## config.mk

```make
export PLATFORM = sky130hd
export DESIGN_NAME = uart_tx_buffered
export DESIGN_NICKNAME = d
export VERILOG_FILES = /design/src/rtl/uart_pkg.sv /design/src/rtl/uart_sync_fifo.sv /design/src/rtl/uart_tx_buffered.sv
export SDC_FILE = /design/constraint.sdc
export NUM_CORES = 1
export LEC_CHECK = 0
export CAP_MARGIN = 10
export CORE_UTILIZATION = 25
export CTS_BUF_LIST = sky130_fd_sc_hd__clkbuf_8 sky130_fd_sc_hd__clkbuf_16
export DETAILED_ROUTE_END_ITERATION = 6
export SYNTH_ARGS = -nofsm -noshare
export SYNTH_HDL_FRONTEND = slang
export SYNTH_SLANG_ARGS = --single-unit
```

## constraint.sdc

```tcl
create_clock -name clk -period 3.1 [get_ports clk]
set_clock_uncertainty 0.05 [all_clocks]
set_input_delay 0.465 -clock clk [delete_from_list [all_inputs] [get_ports clk]]
set_output_delay 0.465 -clock clk [all_outputs]
set_load 0.05 [all_outputs]
```

## src/rtl/uart_pkg.sv

```systemverilog
// ---------------------------------------------------------------------------
// uart_pkg
// Shared types, constants and helper functions for the buffered UART
// transmitter.
//   tx_state_e : serialiser FSM states
//   parity_e   : frame parity selection as seen on cfg_parity
//   clamp_dbits, mask_data, parity_en, parity_bit : frame-format helpers
// ---------------------------------------------------------------------------
package uart_pkg;

   localparam int UART_MIN_DBITS = 5;
   localparam int UART_MAX_DBITS = 9;

   typedef enum logic [2:0] {
      ST_IDLE   = 3'd0,
      ST_START  = 3'd1,
      ST_DATA   = 3'd2,
      ST_PARITY = 3'd3,
      ST_STOP   = 3'd4
   } tx_state_e;

   typedef enum logic [1:0] {
      PAR_NONE  = 2'd0,
      PAR_ODD   = 2'd1,
      PAR_EVEN  = 2'd2,
      PAR_NONE2 = 2'd3
   } parity_e;

   // Out-of-range data-bit counts collapse onto the nearest legal value.
   function automatic logic [3:0] clamp_dbits(input logic [3:0] dbits);
      logic [3:0] r;
      if (dbits < 4'(UART_MIN_DBITS)) begin
         r = 4'(UART_MIN_DBITS);
      end else if (dbits > 4'(UART_MAX_DBITS)) begin
         r = 4'(UART_MAX_DBITS);
      end else begin
         r = dbits;
      end
      return r;
   endfunction

   // Zero every bit at or above the frame's data-bit count so that parity
   // and shifting only ever see the bits that go on the line.
   function automatic logic [UART_MAX_DBITS-1:0] mask_data(
      input logic [UART_MAX_DBITS-1:0] data,
      input logic [3:0]                dbits
   );
      logic [UART_MAX_DBITS-1:0] m;
      for (int i = 0; i < UART_MAX_DBITS; i++) begin
         if (i < int'(dbits)) begin
            m[i] = data[i];
         end else begin
            m[i] = 1'b0;
         end
      end
      return m;
   endfunction

   function automatic logic parity_en(input parity_e par);
      logic r;
      case (par)
         PAR_ODD:  r = 1'b1;
         PAR_EVEN: r = 1'b1;
         default:  r = 1'b0;
      endcase
      return r;
   endfunction

   // Data must already be masked; odd makes the total count of ones odd.
   function automatic logic parity_bit(
      input logic [UART_MAX_DBITS-1:0] data,
      input parity_e                   par
   );
      logic r;
      case (par)
         PAR_ODD:  r = ~^data;
         PAR_EVEN: r = ^data;
         default:  r = 1'b0;
      endcase
      return r;
   endfunction

endpackage

```

## src/rtl/uart_sync_fifo.sv

```systemverilog
// ---------------------------------------------------------------------------
// uart_sync_fifo
// Single-clock FIFO with valid/ready write side and pop-strobe read side.
// Read data is the current head entry (show-ahead); a pop only advances the
// read pointer. A write into an empty FIFO is not visible to the reader
// until the following cycle.
// Ports:
//   clk, rst_n          clock, asynchronous active-low reset
//   wr_valid/wr_ready   write handshake (wr_ready = not full)
//   wr_data             word to store
//   rd_pop              advance head (ignored when empty)
//   rd_data             head entry
//   rd_empty            no entries stored
//   level               occupancy 0..DEPTH
// ---------------------------------------------------------------------------
module uart_sync_fifo #(
   parameter int WIDTH = 9,
   parameter int DEPTH = 16
) (
   input  logic                     clk,
   input  logic                     rst_n,
   input  logic                     wr_valid,
   output logic                     wr_ready,
   input  logic [WIDTH-1:0]         wr_data,
   input  logic                     rd_pop,
   output logic [WIDTH-1:0]         rd_data,
   output logic                     rd_empty,
   output logic [$clog2(DEPTH):0]   level
);

   localparam int AW = $clog2(DEPTH);

   logic [AW:0]      wptr_r;
   logic [AW:0]      rptr_r;
   logic [WIDTH-1:0] mem_r [DEPTH];
   logic             full_s;
   logic             empty_s;
   logic             push_s;
   logic             pop_s;

   // The extra wrap bit tells full apart from empty when the indices match.
   assign full_s   = (wptr_r[AW] != rptr_r[AW]) && (wptr_r[AW-1:0] == rptr_r[AW-1:0]);
   assign empty_s  = (wptr_r == rptr_r);
   assign push_s   = wr_valid && !full_s;
   assign pop_s    = rd_pop && !empty_s;

   assign wr_ready = !full_s;
   assign rd_empty = empty_s;
   assign rd_data  = mem_r[rptr_r[AW-1:0]];
   assign level    = wptr_r - rptr_r;

   // Pointer registers; reset flushes the FIFO.
   always_ff @(posedge clk or negedge rst_n) begin
      if (!rst_n) begin
         wptr_r <= '0;
         rptr_r <= '0;
      end else begin
         if (push_s) begin
            wptr_r <= wptr_r + {{AW{1'b0}}, 1'b1};
         end
         if (pop_s) begin
            rptr_r <= rptr_r + {{AW{1'b0}}, 1'b1};
         end
      end
   end

   // Storage array; contents are don't-care until written.
   always_ff @(posedge clk) begin
      if (push_s) begin
         mem_r[wptr_r[AW-1:0]] <= wr_data;
      end
   end

endmodule

```

## src/rtl/uart_tx_buffered.sv

```systemverilog
// ---------------------------------------------------------------------------
// uart_tx_buffered
// FIFO-buffered UART transmitter with runtime frame format and baud divisor.
// Frames go out LSB-first: start, 5..9 data bits, optional parity, 1 or 2
// stop bits. Consecutive queued words are sent with no idle gap.
// Ports:
//   clk, rst_n      clock, asynchronous active-low reset
//   in_valid/ready  word handshake into the TX FIFO (ready = not full)
//   in_data         word; bits at or above cfg_dbits are ignored
//   cfg_div         clocks per bit (0 behaves as 1)
//   cfg_dbits       data bits, clamped to 5..9
//   cfg_parity      0 none, 1 odd, 2 even, 3 none
//   cfg_stop2       0: one stop bit, 1: two stop bits
//   tx              serial line, idle high, registered
//   busy            frame in progress or FIFO non-empty
//   fifo_level      FIFO occupancy
// cfg_* are sampled only when a word is popped and hold for that frame.
// ---------------------------------------------------------------------------
module uart_tx_buffered
   import uart_pkg::*;
#(
   parameter int FIFO_DEPTH = 16,
   parameter int DIV_W      = 16,
   parameter int MAX_DBITS  = UART_MAX_DBITS
) (
   input  logic                          clk,
   input  logic                          rst_n,
   input  logic                          in_valid,
   output logic                          in_ready,
   input  logic [MAX_DBITS-1:0]          in_data,
   input  logic [DIV_W-1:0]              cfg_div,
   input  logic [3:0]                    cfg_dbits,
   input  logic [1:0]                    cfg_parity,
   input  logic                          cfg_stop2,
   output logic                          tx,
   output logic                          busy,
   output logic [$clog2(FIFO_DEPTH):0]   fifo_level
);

   localparam logic [DIV_W-1:0] DIV_ONE = {{(DIV_W-1){1'b0}}, 1'b1};

   tx_state_e              state_r,   state_s;
   logic [DIV_W-1:0]       div_cnt_r, div_cnt_s;
   logic [DIV_W-1:0]       div_l_r,   div_l_s;
   logic [3:0]             dbits_l_r, dbits_l_s;
   logic [3:0]             bit_idx_r, bit_idx_s;
   parity_e                par_l_r,   par_l_s;
   logic                   stop2_l_r, stop2_l_s;
   logic                   stop_idx_r, stop_idx_s;
   logic [MAX_DBITS-1:0]   shift_r,   shift_s;
   logic                   tx_r,      tx_s;

   logic                   pop_s;
   logic                   load_s;
   logic                   bit_end_s;
   logic                   fifo_empty_s;
   logic [MAX_DBITS-1:0]   fifo_data_s;
   logic [3:0]             dbits_cfg_s;

   uart_sync_fifo #(
      .WIDTH (MAX_DBITS),
      .DEPTH (FIFO_DEPTH)
   ) u_fifo (
      .clk      (clk),
      .rst_n    (rst_n),
      .wr_valid (in_valid),
      .wr_ready (in_ready),
      .wr_data  (in_data),
      .rd_pop   (pop_s),
      .rd_data  (fifo_data_s),
      .rd_empty (fifo_empty_s),
      .level    (fifo_level)
   );

   // Last clock of the current bit; div_l_r is never zero so no underflow.
   assign bit_end_s   = (div_cnt_r == (div_l_r - DIV_ONE));
   assign dbits_cfg_s = clamp_dbits(cfg_dbits);

   // Next-state, next-tx and config-latch logic for the serialiser.
   always_comb begin
      state_s    = state_r;
      div_cnt_s  = div_cnt_r;
      div_l_s    = div_l_r;
      dbits_l_s  = dbits_l_r;
      bit_idx_s  = bit_idx_r;
      par_l_s    = par_l_r;
      stop2_l_s  = stop2_l_r;
      stop_idx_s = stop_idx_r;
      shift_s    = shift_r;
      tx_s       = tx_r;
      pop_s      = 1'b0;
      load_s     = 1'b0;

      case (state_r)
         ST_IDLE: begin
            tx_s      = 1'b1;
            div_cnt_s = '0;
            if (!fifo_empty_s) begin
               load_s = 1'b1;
            end else begin
               state_s = ST_IDLE;
            end
         end

         ST_START: begin
            if (bit_end_s) begin
               state_s   = ST_DATA;
               div_cnt_s = '0;
               bit_idx_s = 4'd0;
               tx_s      = shift_r[0];
            end else begin
               div_cnt_s = div_cnt_r + DIV_ONE;
            end
         end

         ST_DATA: begin
            if (bit_end_s) begin
               div_cnt_s = '0;
               if (bit_idx_r == (dbits_l_r - 4'd1)) begin
                  if (parity_en(par_l_r)) begin
                     state_s = ST_PARITY;
                     tx_s    = parity_bit(shift_r, par_l_r);
                  end else begin
                     state_s    = ST_STOP;
                     stop_idx_s = 1'b0;
                     tx_s       = 1'b1;
                  end
               end else begin
                  bit_idx_s = bit_idx_r + 4'd1;
                  tx_s      = shift_r[bit_idx_s];
               end
            end else begin
               div_cnt_s = div_cnt_r + DIV_ONE;
            end
         end

         ST_PARITY: begin
            if (bit_end_s) begin
               state_s    = ST_STOP;
               div_cnt_s  = '0;
               stop_idx_s = 1'b0;
               tx_s       = 1'b1;
            end else begin
               div_cnt_s = div_cnt_r + DIV_ONE;
            end
         end

         ST_STOP: begin
            if (bit_end_s) begin
               div_cnt_s = '0;
               if (stop2_l_r && !stop_idx_r) begin
                  stop_idx_s = 1'b1;
                  tx_s       = 1'b1;
               end else if (!fifo_empty_s) begin
                  // Chain straight into the next frame: no idle bit.
                  load_s = 1'b1;
               end else begin
                  state_s = ST_IDLE;
                  tx_s    = 1'b1;
               end
            end else begin
               div_cnt_s = div_cnt_r + DIV_ONE;
            end
         end

         default: begin
            state_s   = ST_IDLE;
            div_cnt_s = '0;
            tx_s      = 1'b1;
         end
      endcase

      // Popping a word snapshots the whole frame format for that frame.
      if (load_s) begin
         pop_s      = 1'b1;
         state_s    = ST_START;
         div_cnt_s  = '0;
         bit_idx_s  = 4'd0;
         stop_idx_s = 1'b0;
         tx_s       = 1'b0;
         div_l_s    = (cfg_div == '0) ? DIV_ONE : cfg_div;
         dbits_l_s  = dbits_cfg_s;
         par_l_s    = parity_e'(cfg_parity);
         stop2_l_s  = cfg_stop2;
         shift_s    = mask_data(fifo_data_s, dbits_cfg_s);
      end else begin
         pop_s = 1'b0;
      end
   end

   // Serialiser state, counters, latched frame format and registered tx.
   always_ff @(posedge clk or negedge rst_n) begin
      if (!rst_n) begin
         state_r    <= ST_IDLE;
         div_cnt_r  <= '0;
         div_l_r    <= DIV_ONE;
         dbits_l_r  <= 4'(UART_MIN_DBITS);
         bit_idx_r  <= 4'd0;
         par_l_r    <= PAR_NONE;
         stop2_l_r  <= 1'b0;
         stop_idx_r <= 1'b0;
         shift_r    <= '0;
         tx_r       <= 1'b1;
      end else begin
         state_r    <= state_s;
         div_cnt_r  <= div_cnt_s;
         div_l_r    <= div_l_s;
         dbits_l_r  <= dbits_l_s;
         bit_idx_r  <= bit_idx_s;
         par_l_r    <= par_l_s;
         stop2_l_r  <= stop2_l_s;
         stop_idx_r <= stop_idx_s;
         shift_r    <= shift_s;
         tx_r       <= tx_s;
      end
   end

   assign tx   = tx_r;
   assign busy = (state_r != ST_IDLE) || (fifo_level != '0);

endmodule

```

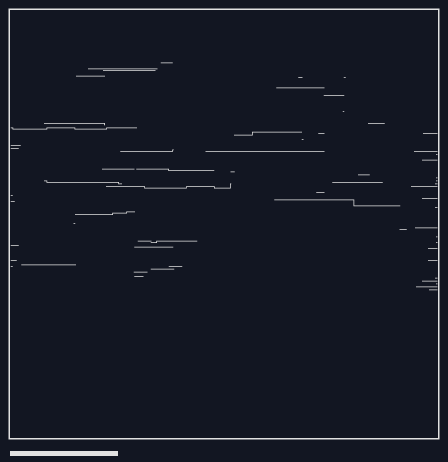
*Met3 routing, run 1*
The bar under the picture is 50 µm long.
wire length on this layer: 793 µm
main direction: horizontal

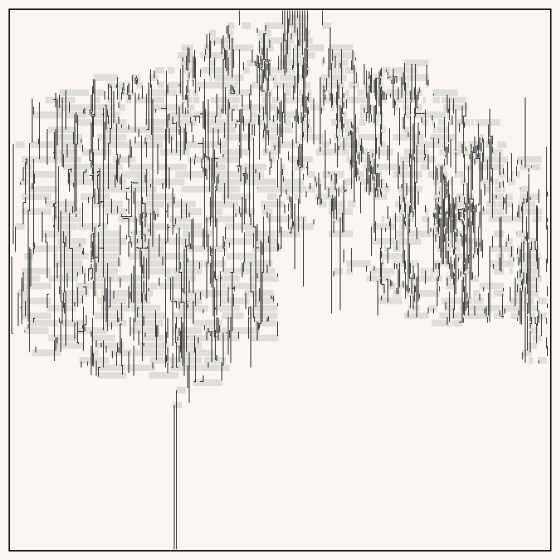
*Met2 routing, run 1*
Cells faint in the background.
wire length on this layer: 9000 µm
share of all routed wire: 47%
main direction: vertical

==> run notes, run 1 <==
Latest figures from synthesis and place and route.

The run finished with clean final reports. The wire length of the first global-routing pass is 30.9 mm. The main area contributors are edfxtp_1 (45%), dfrtp_1 (17%), mux4_2 (11%).

The power per unit of standard cell area is 674 mW/mm². The height of the die is 197 µm. The number of I/O port buffers is 42. After synthesis, the largest area contributor takes up 45.3% of total cell area. The clock period minus final worst setup slack is 3070 ps. The floorplan has 71 rows.

Per the detail_route report, routed wire per instance is 15.4 µm. The number of antenna violations at the first check in global routing is 0. The fmax is 326 MHz. The share of the cycle needed by the critical path after routing is 98.9%. Pins over their slew limit in the final report were tallied at 0. The commonest non-fill, non-tap cell in the layout is edfxtp_1. The instance count of the mapped netlist is 630.

In the layout the commonest cells are edfxtp_1 (144), dfrtp_1 (62), buf_4 (51). The chip occupies 0.0390 mm². The post-placement cell area is 0.0110 mm². For this run, the final setup violation count is recorded as 0.

Synthesis instantiated 58 different standard cells from the library. The placement summary gives the final routability congestion estimate as 0.797. The type of element launching the critical path is a flip-flop. The slew at the pin closest to its max-slew limit is 782 ps.

The post-route utilization of the core is recorded as 31.4%. STA classifies the critical path endpoint as an output pin. The detailed placement HPWL is 13.3 mm.

The clock network latency to the later pin of the worst-skew pair is 540 ps. According to the finish report, the design has a final net count of 778. The number of H-tree levels is 1. The total tool warning count is 32. The count of library flops with an enable pin is 144. The fraction of the yosys area taken by sequential cells is 62.9%. The post-route cell area is 0.0118 mm². The cell type with the largest total area after synthesis is edfxtp_1. The total iterations of the first detailed-routing run is 4. The core area is 0.0377 mm². The highest supply drop recorded on VDD is 0.396 mV. The static leakage is 4.16 nW.

The aggregate global routing overflow is 0. Setup repair after global routing could not meet its margin everywhere. The async set-or-reset flop fraction in the synthesized netlist is 31.8%. The highest net fanout along the worst path is 3. The tool flagged a number of max-cap violations equal to 0. Synthesis produced a netlist with a net count of 681. The layout summary lists the proportion of cells stronger than drive strength 1 as 27.7%. Using the TritonRoute via totals, the vias-per-cell ratio works out to 4.34. After synthesis, the design contains 630 cells according to Yosys. The script parses the final routing iteration and logs DRC violations as 0. In the post-synthesis netlist, the cell with the most instances is edfxtp_1.

The routed design has 19.3 mm of wire. The timing report gives the clock slew at the launch and capture registers of the worst setup and hold paths as 70 ps. The floorplan step set the die width to 197 µm.

The first routing iteration left 265 violations. The number of ports placed on the die boundary is 43. The routed layout has 5447 vias.

The pin count of the biggest net entering global routing is 45. The number of hold-slack violations in the final timing report is 0. Yosys reports that the most numerous cell types are edfxtp_1 (144), dfrtp_1 (63), mux4_2 (47).

The critical path is of the reg -> out type. The total power consumption of the routed design is 0.00798 W. Global routing consumed, over all layers together, 10.1% of the routing resources. The yosys stat chip area is 0.00955 mm². Per the timing report, the most critical flop-to-flop path originates at div_l_r[0].

The data required time of the worst path is 2580 ps. The class of the most critical hold timing path is in -> async. The start point of the critical path is u_fifo.wptr_r[0]. The average footprint of a synthesized cell is 15.2 µm². The number of sinks handled by clock tree synthesis is 211.

The via count of the first global-routing pass is 5602. Looking at the cell usage after synthesis, the top flip-flop cell is edfxtp_1. Per the slew report, the remaining headroom to the max-slew limit stands at 47.4%. Data on the critical path arrives at its endpoint at 2550 ps. The number of CTS-inserted buffers is 22. The synthesis stat section lists a flop and latch total of 211.

The count of antenna diodes in the layout is 0. The growth of design area from synthesis to finish is 23.9%. TritonCTS built the clock tree. The cell sitting at the root of the clock tree is a clkbuf_16. At the floorplan stage, the core utilization is reported as 25.4%.

The post-synthesis instance area is 0.00955 mm². The synthesis log from Yosys contains 0 warnings. Looking at the clock tree report, the maximum root-to-sink buffer count equals 3. The post-detailed-route count of antenna-violating nets is 0.
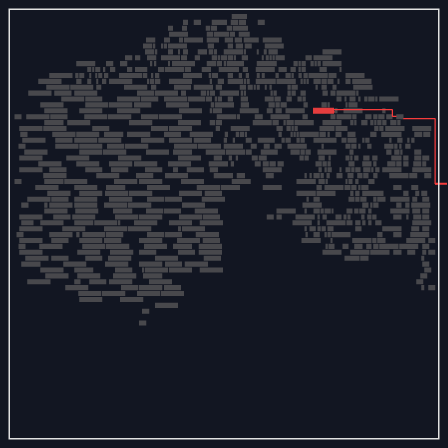
*Nets reached from selected ports, run 1*
| port | color | direction | end cells | buffers | wire |
|---|---|---|---|---|---|
| tx | red | output | 1 | 1 | 78.7 µm |

[run 1: stage by stage]
stage,setup slack [ps],std cells,hold WS (ps),setup TNS [ps]
after floorplan,41.4,630,119,0
after global placement,26.1,1202,429,0
after detailed placement,-0.0728,1202,434,-0.0728
after CTS,-19.8,1246,447,-19.8
after global routing,-55.9,1254,471,-55.9
final,33.3,1254,439,0
[run 1: final timing paths]
| kind | to | slack (ps) | depth (start not counted) |
|---|---|---|---|
| setup / recovery | busy | 30 | 9 |
| hold / removal | div_l_r[15] | 440 | 2 |
| setup reg to reg | shift_r[4] | 110 | 10 |
| hold reg to reg | u_fifo.wptr_r[4] | 450 | 1 |
| max in group asynchronous | dbits_l_r[2] | 1850 | 3 |
| min in group clk | u_fifo.wptr_r[4] | 450 | 1 |
[run 1: registers in the layout (all words and copies together), names as in the netlist, 2 cells and up]
register and count:
bit_idx_r 4, div_l_r 16, shift_r 9, u_fifo.mem_r 144
u_fifo.wptr_r 5, dbits_l_r 4, state_r 3, div_cnt_r 16
u_fifo.rptr_r 5, par_l_r 2
[run 1: worst max-delay path, cell delays in order, from the launching register on]
cell,delay [ps]
dfrtp_1,380
inv_2,80
ha_4,170
fa_2,390
inv_2,50
a21o_1,120
a21oi_2,60
xor2_1,160
or4_4,440
buf_8,170
[run 1: final cells by class]
cell class / count / area, µm²
sequential: 211 / 6010
clock buffer: 22 / 551
clock inverter: 18 / 190
multi-input combinational: 369 / 3410
fill: 3757 / 25800
tap: 511 / 639
inverter: 25 / 93.8
timing repair buffer: 98 / 943
[run 1: metal layers]
layer | wire length, µm | part of all wire, % | global-route usage (%) | vias up
li1 | - | - | - | 2586
met1 | 9200 | 48 | 13.9 | 2747
met2 | 9000 | 47 | 16.3 | 85
met3 | 793 | 4.1 | 2.10 | 29
met4 | 291 | 1.5 | 1.98 | 0
met5 | 0 | 0 | 0 | -
[run 1: power breakdown]
| part | total (W) | internal (W) | leakage, nW | switching, W |
|---|---|---|---|---|
| sequential | 0.00345 | 0.00331 | 2.13 | 0.000142 |
| clock | 0.00267 | 0.00150 | 0.358 | 0.00117 |
| combinational | 0.00186 | 0.000878 | 1.67 | 0.000986 |
| total | 0.00798 | 0.00568 | 4.16 | 0.00230 |
[run 1: repair_timing]
| item | CTS | global route |
|---|---|---|
| buffers inserted | 3 | 8 |
| setup endpoints to repair | 20 | 2 |
| pin swaps | 0 | 4 |
| resized | 6 | 3 |
| hold buffers | 1 | 0 |
| endpoints found under the hold margin | 21 | 0 |
[run 1: logic make-up after synthesis]
logic type,synth area share (%)
multiplexers,14.1
flip-flops,62.9
buffers and inverters,2.40
adder cells (fa/ha/maj),2.17
AND/OR/NAND/NOR,8.66
XOR/XNOR,5.32
AND-OR/OR-AND,4.47
## Run 2: what changed since run 1
==> constraint.sdc (replaced) <==
create_clock -name clk -period 2.7 [get_ports clk]
set_clock_uncertainty 0.05 [all_clocks]
set_input_delay 0.405 -clock clk [delete_from_list [all_inputs] [get_ports clk]]
set_output_delay 0.405 -clock clk [all_outputs]
set_load 0.05 [all_outputs]
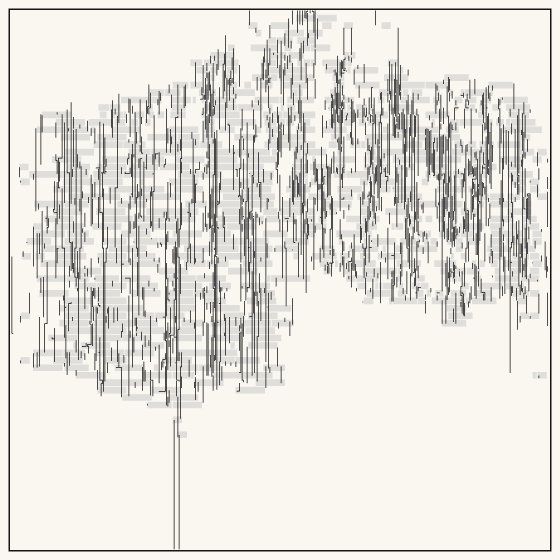
*Met2 routing, run 2*
Cells faint in the background.
share of all routed wire: 48%
longest straight run: 52.4 µm
nets with wire on the layer: 701

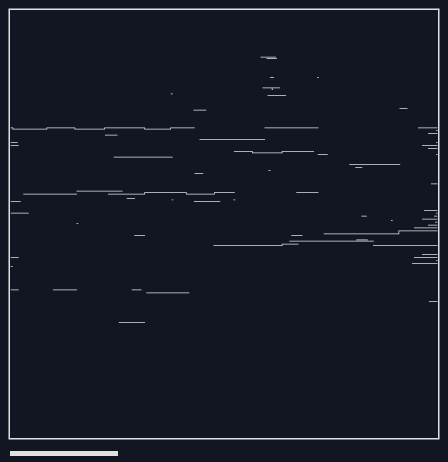
*Met3 routing, run 2*
The bar under the picture is 50 µm long.
longest straight run: 38.6 µm
share of all routed wire: 3.8%
wire length on this layer: 762 µm
main direction: horizontal
nets with wire on the layer: 44

==> run notes, run 2 <==
Latest figures from synthesis and place and route.

The flip-flop count of the largest register after layout came to 144 (unchanged). The timing report attributes the biggest portion of critical-path delay to simple AND/OR/NAND/NOR gates. The DRC violations left is 0 (unchanged). The critical path in this run is classified as reg -> reg. The post-synthesis instance area came to 0.00955 mm² (unchanged).

The number of nets in the layout is 800 (+2.8%). The largest stage delay on the critical path is 580 ps (+140 ps). The violation tally from detailed-route iteration zero is 233 (-12%).

The run finished, with violations left. The yosys stat chip area is 0.00955 mm² (unchanged). The detailed placement HPWL is 13.5 mm (+1.6%). The area of combinational cells with multiple inputs is 0.00374 mm² (+9.8%). The topmost layer with routed signal wires is met5. The routed via count was 5587 (+2.6%). The x dimension of the die is 197 µm (unchanged). The number of fill cells was 3704 (-1.4%). The average footprint of a synthesized cell is 15.2 µm² (unchanged). The number of pins with negative max-slew slack in the final report is 0 (unchanged).

The combined global-route utilization of all metal layers is 10.5% (+0.43 points). The number of ports placed on the die boundary came to 43 (unchanged). The net count after synthesis was 681 (unchanged). The clock network latency to the later pin of the worst-skew pair is 540 ps (about the same). The synthesis report lists the most area-consuming cells as edfxtp_1 (45%), dfrtp_1 (17%), mux4_2 (11%). The number of setup violations in the final report is 62 (+62). The fraction of synthesized cell area taken by the top area cell type was 45.3% (unchanged). The number of hold-slack violations in the final timing report is 0 (unchanged). The fraction of the yosys area taken by sequential cells is 62.9% (unchanged). The pin count of the biggest net entering global routing was 49 (+8.9%). The share of the cycle needed by the critical path after routing is 112%. The fmax is 331 MHz. The fraction of layout cells with a size suffix above 1 is 34.2% (+6.5 points). The post-synthesis cell type count came to 58 (unchanged). The slew at the pin closest to its max-slew limit is 553 ps (-229 ps). For reference, the critical path cell chain is inv_2 > ha_4 > or4b_4 > nor4_4 > xnor2_1 > nand4_1 > or4_4 > o21ai_4 > buf_12 > buf_12 > mux2_4. The aggregate global routing overflow was 0 (unchanged).

The worst path setup slack after routing is -324 ps (-357 ps). Among the stages of the critical path, the cell type that occurs most often is buf_12. The checks that failed: negative setup slack.

The number of sinks handled by clock tree synthesis is 211 (unchanged). Counting instances in the post-synthesis netlist gives the leading cell types as edfxtp_1 (144), dfrtp_1 (63), mux4_2 (47). The clock-pin slew on the worst setup and hold paths came to 50 ps (-20 ps). The number of buffers and inverters on the critical path is 3 (unchanged). The worst setup path is captured at a flip-flop. The flow measured a signed area growth from synthesis to layout of 30.6%. The post-placement cell count came to 1222 (+1.7%). The highest net fanout along the worst path is 8 (+5). The data arrival time at the worst-slack endpoint was 3380 ps (+830 ps).

The number of H-tree levels is 1 (unchanged). The count of library flops with an enable pin came to 144 (unchanged). The non-filler instance count after layout is 1279 (+2.0%). The maximum root-to-sink buffer count came to 3 (unchanged). The number of antenna violations at the first check in global routing is 2 (+2). The async set-or-reset flop fraction in the synthesized netlist came to 31.8% (unchanged). The via count of the first global-routing pass came to 5825 (+4.0%).

The total tool warning count is 33 (+3.1%). The average vias per placed instance was 4.37 (+0.57%). The detailed-route wire length per cell is 15.7 µm (+2.2%). In this run the worst hold path is classified as in -> async.

The met2 wire length is 9.73 mm (+8.2%). The number of CTS-inserted buffers was 23 (+4.5%). The length of routed met3 wiring was 761 µm (-4.0%).

The final routed wirelength across all metal layers was 20.1 mm (+4.3%). The final core utilization is 33.1% (+1.7 points). edfxtp_1 is the most common cell in the netlist. The worst ir drop on vdd is 0.644 mV (+63%). The full die area is 0.0390 mm² (unchanged).

The library cell used most frequently in the layout, excluding fill and tap cells, is edfxtp_1. The number of warning messages in the yosys log was 0 (unchanged). The count of max-cap constraint violations was 0 (unchanged). Setup repair after global routing could not meet its margin everywhere.

The root buffer cell chosen for the clock tree is clkbuf_16. The synthesized flop and latch total is 211 (unchanged).
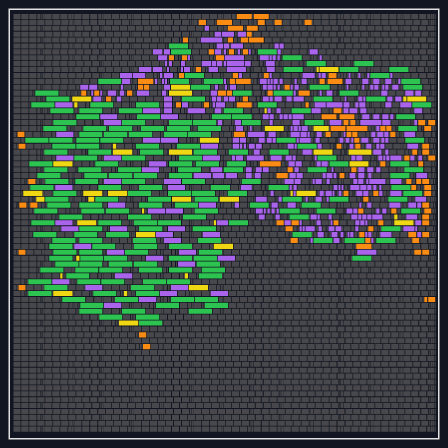
*Cell classes on the final placement, run 2*
Fill, decap, tap and diode cells in gray.
| class | color | cells |
|---|---|---|
| clock drivers and dummy loads | yellow | 42 |
| other buffers and delay cells | orange | 119 |
| flops | green | 211 |
| all other logic | purple | 394 |

## run 2: timing repair
item,CTS,global route
hold buffers,1,0
endpoints found under the setup margin,64,73
setup buffers,6,5
resized,64,18
endpoints found under the hold margin,19,0
pin swaps,12,6
gates cloned,4,0
## run 2: worst register-to-register path: stages, from the launching register on
cell     delay [ps]
dfrtp_1         390
inv_2            80
ha_4            140
or4b_4          480
nor4_4          160
xnor2_1         160
nand4_1         160
or4_4           580
o21ai_4         100
buf_12          150
buf_12          140
mux2_4          310
## run 2: report_power, final
part	total, W	internal (W)	switching (W)
logic	0.00238	0.00113	0.00125
registers	0.00395	0.00380	0.000153
clock network	0.00317	0.00186	0.00131
## run 2: metal layers
metal / up-vias / track usage [%]
met4: 2 / 2.67
met1: 2838 / 13.6
met5: - / 0
met2: 82 / 17.5
met3: 33 / 2.49
li1: 2632 / -
## run 2: final timing paths
kind,start,end,slack (ps),depth (start not counted)
max,div_l_r[1],div_l_r[2],-320,11
min,rst_n,div_l_r[7],340,2
max reg2reg,div_l_r[1],div_l_r[2],-320,11
min reg2reg,u_fifo.rptr_r[4],u_fifo.rptr_r[4],440,1
max in group asynchronous,rst_n,tx,1570,3
min in group clk,cfg_parity[0],par_l_r[0],400,3
## run 2: through the flow
stage / hold slack (ps) / total power (W) / setup slack, ps / area (µm²) / TNS (ps)
6_report: 338 / 0.00950 / -324 / 12500 / -13170
2_1_floorplan: 59.4 / 0.00535 / -250 / 9740 / -30260
5_1_grt: 377 / 0.00992 / -451 / 12500 / -21860
3_3_place_gp: 370 / 0.00625 / -275 / 11300 / -11490
3_5_place_dp: 361 / 0.00630 / -327 / 11300 / -13910
4_1_cts: 345 / 0.00956 / -322 / 12400 / -13430
## run 2: final cells by class
class | instances | area share, %
inverters | 25 | 0.752
well taps | 511 | 5.12
clock inverters | 19 | 1.50
repair buffers | 119 | 9.85
diodes | 2 | 0.0401
flip-flops and latches | 211 | 48.1
clock buffers | 23 | 4.61
multi-input cells | 369 | 30.0
## run 2: cells by family after synthesis
| logic type | count (synthesis) | synth area share [%] |
|---|---|---|
| flops | 211 | 62.9 |
| simple gates | 160 | 8.66 |
| mux | 73 | 14.1 |
| compound gates | 62 | 4.47 |
| xor+xnor | 58 | 5.32 |
| buf+inv | 50 | 2.40 |
| fa+ha+maj | 16 | 2.17 |
Power figures rest on the tool's default switching activity, not on a simulated workload.
